==> config.mk <==
export PLATFORM = sky130hd
export DESIGN_NAME = mem_loader_flat
export DESIGN_NICKNAME = d
export VERILOG_FILES = /design/src/rtl/mem_loader_pkg.sv /design/src/rtl/mem_loader_if.sv /design/src/rtl/mem_loader.sv /design/src/flat_wrapper.sv
export SDC_FILE = /design/constraint.sdc
export NUM_CORES = 1
export LEC_CHECK = 0
export ABC_AREA = 0
export CORE_UTILIZATION = 40
export CTS_BUF_LIST = sky130_fd_sc_hd__clkbuf_8
export CTS_CLUSTER_DIAMETER = 150
export DETAILED_ROUTE_END_ITERATION = 10
export GPL_TIMING_DRIVEN = 0
export PLACE_DENSITY = 0.73
export SLEW_MARGIN = 25
export SYNTH_ARGS = -nofsm -noshare
export SYNTH_HDL_FRONTEND = slang
export SYNTH_SLANG_ARGS = --single-unit
==> constraint.sdc <==
create_clock -name clk -period 2 [get_ports clk]
set_input_delay 0.3 -clock clk [delete_from_list [all_inputs] [get_ports clk]]
set_output_delay 0.3 -clock clk [all_outputs]
set_load 0.005 [all_outputs]
==> images/met1.png <==
Bar = 20 um. Supply wires on this layer in grey.
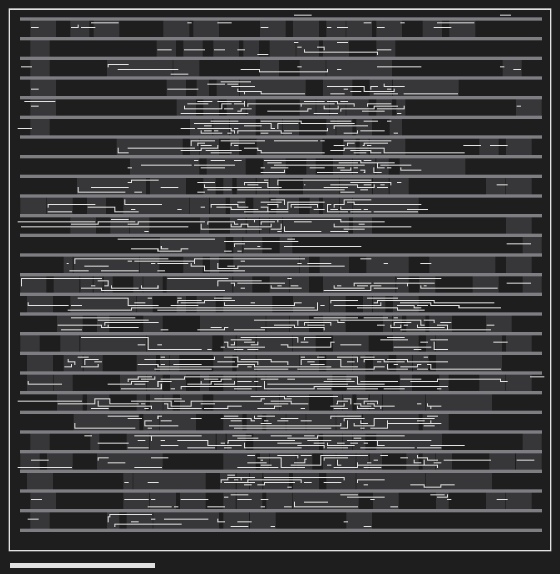
nets with wire on the layer: 266
main direction: horizontal
longest straight run: 25.3 um
Via Count: 1990
total routed wirelength: 5220 um

==> images/met2.png <==
Bar = 20 um.
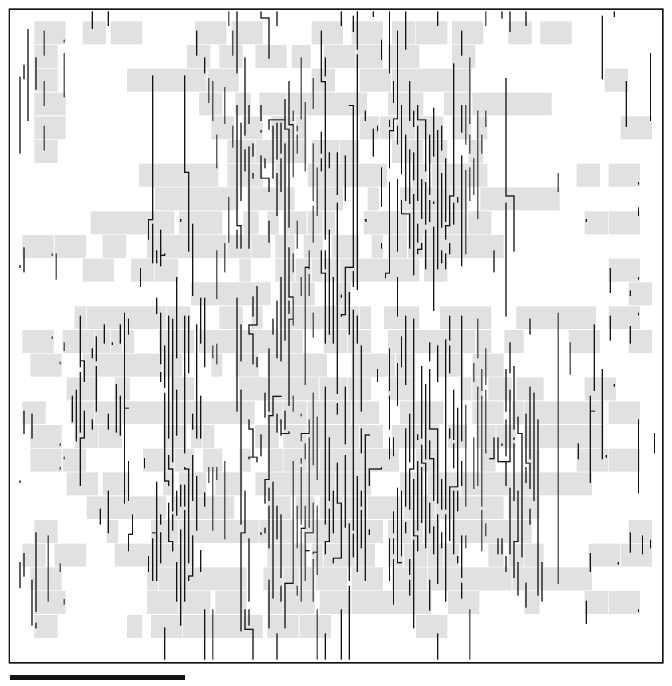
wire length on this layer: 2390 um
longest straight run: 30.9 um
nets with wire on the layer: 273
fraction of met2 tracks used by global routing: 30.2%

==> images/final_congestion.png <==
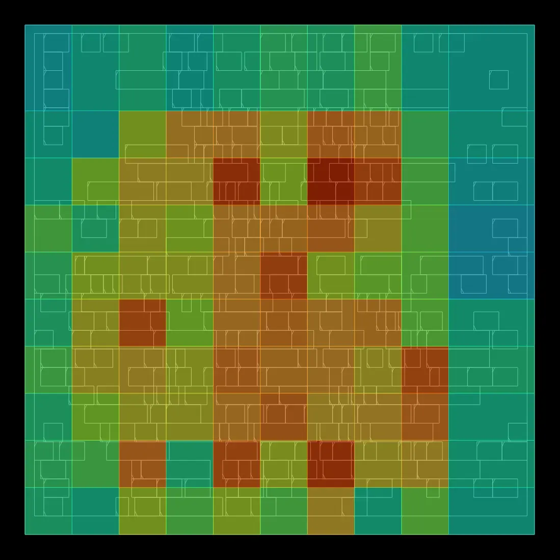
global-route track usage on met1: 26.6%
met3 usage: 4.55%
final core utilization: 58.8%

==> images/zoom.png <==
Bar = 10 um. Region (17, 2) to (57, 42) um. Cells in grey, sequential cells in the stronger grey; small squares are vias.
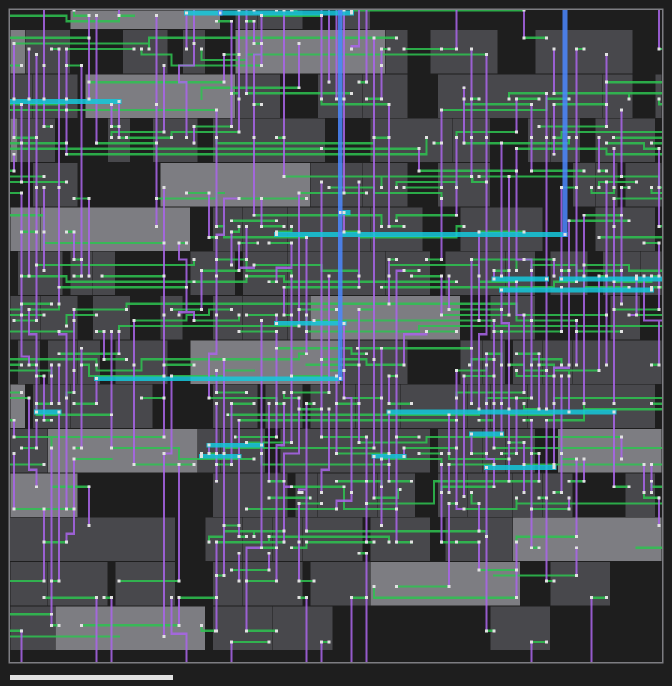
[met3] cyan
[met2] purple
[met4] blue
[met1] green
cells with their middle in the window: 121
sequential cells in the window: 11
most frequent: nand2_1 (11), clkdlybuf4s50_1 (10), dfrtp_1 (10)

==> COMMIT_EDITMSG <==
Store results of the implementation flow

* Outcome: complete, no violations
* Area of the core: 5110 sq um
- Setup slack on the critical path of the routed design comes to 82.2 ps.
* Number of global-route vias before repair: 1765
- Final Hold Vio Count: 0
- Number of flops mapped to enable cells by yosys: 0
* Placement-stage cell area: 2750 sq um
- Counting plain and timing-repair buffers in the layout gives 94.
- Cells after DPL: 348
- The report puts the hold buffer count at CTS at 1.
* Wl on met1: 2380 um
- Synth flops: 34
- Summing internal, switching and leakage power gives 1260 uW.
- Mi-comb count: 157
- Each instance of the synthesized netlist takes up on average 9.43 sq um.
- Cell class ranked first by area: multi-input combinational cells
- Synth Instances: 224
- The clock H-tree reported by CTS has 2 levels.
- Post-route DRC violation count: 0
- Number of pins exceeding their max-slew limit in the final report: 0
- The tightest min-delay check is of the in2async type.
- The slew check shows that the tightest pin keeps a relative margin of 65.9%.
Power and IR drop assume default switching activity.
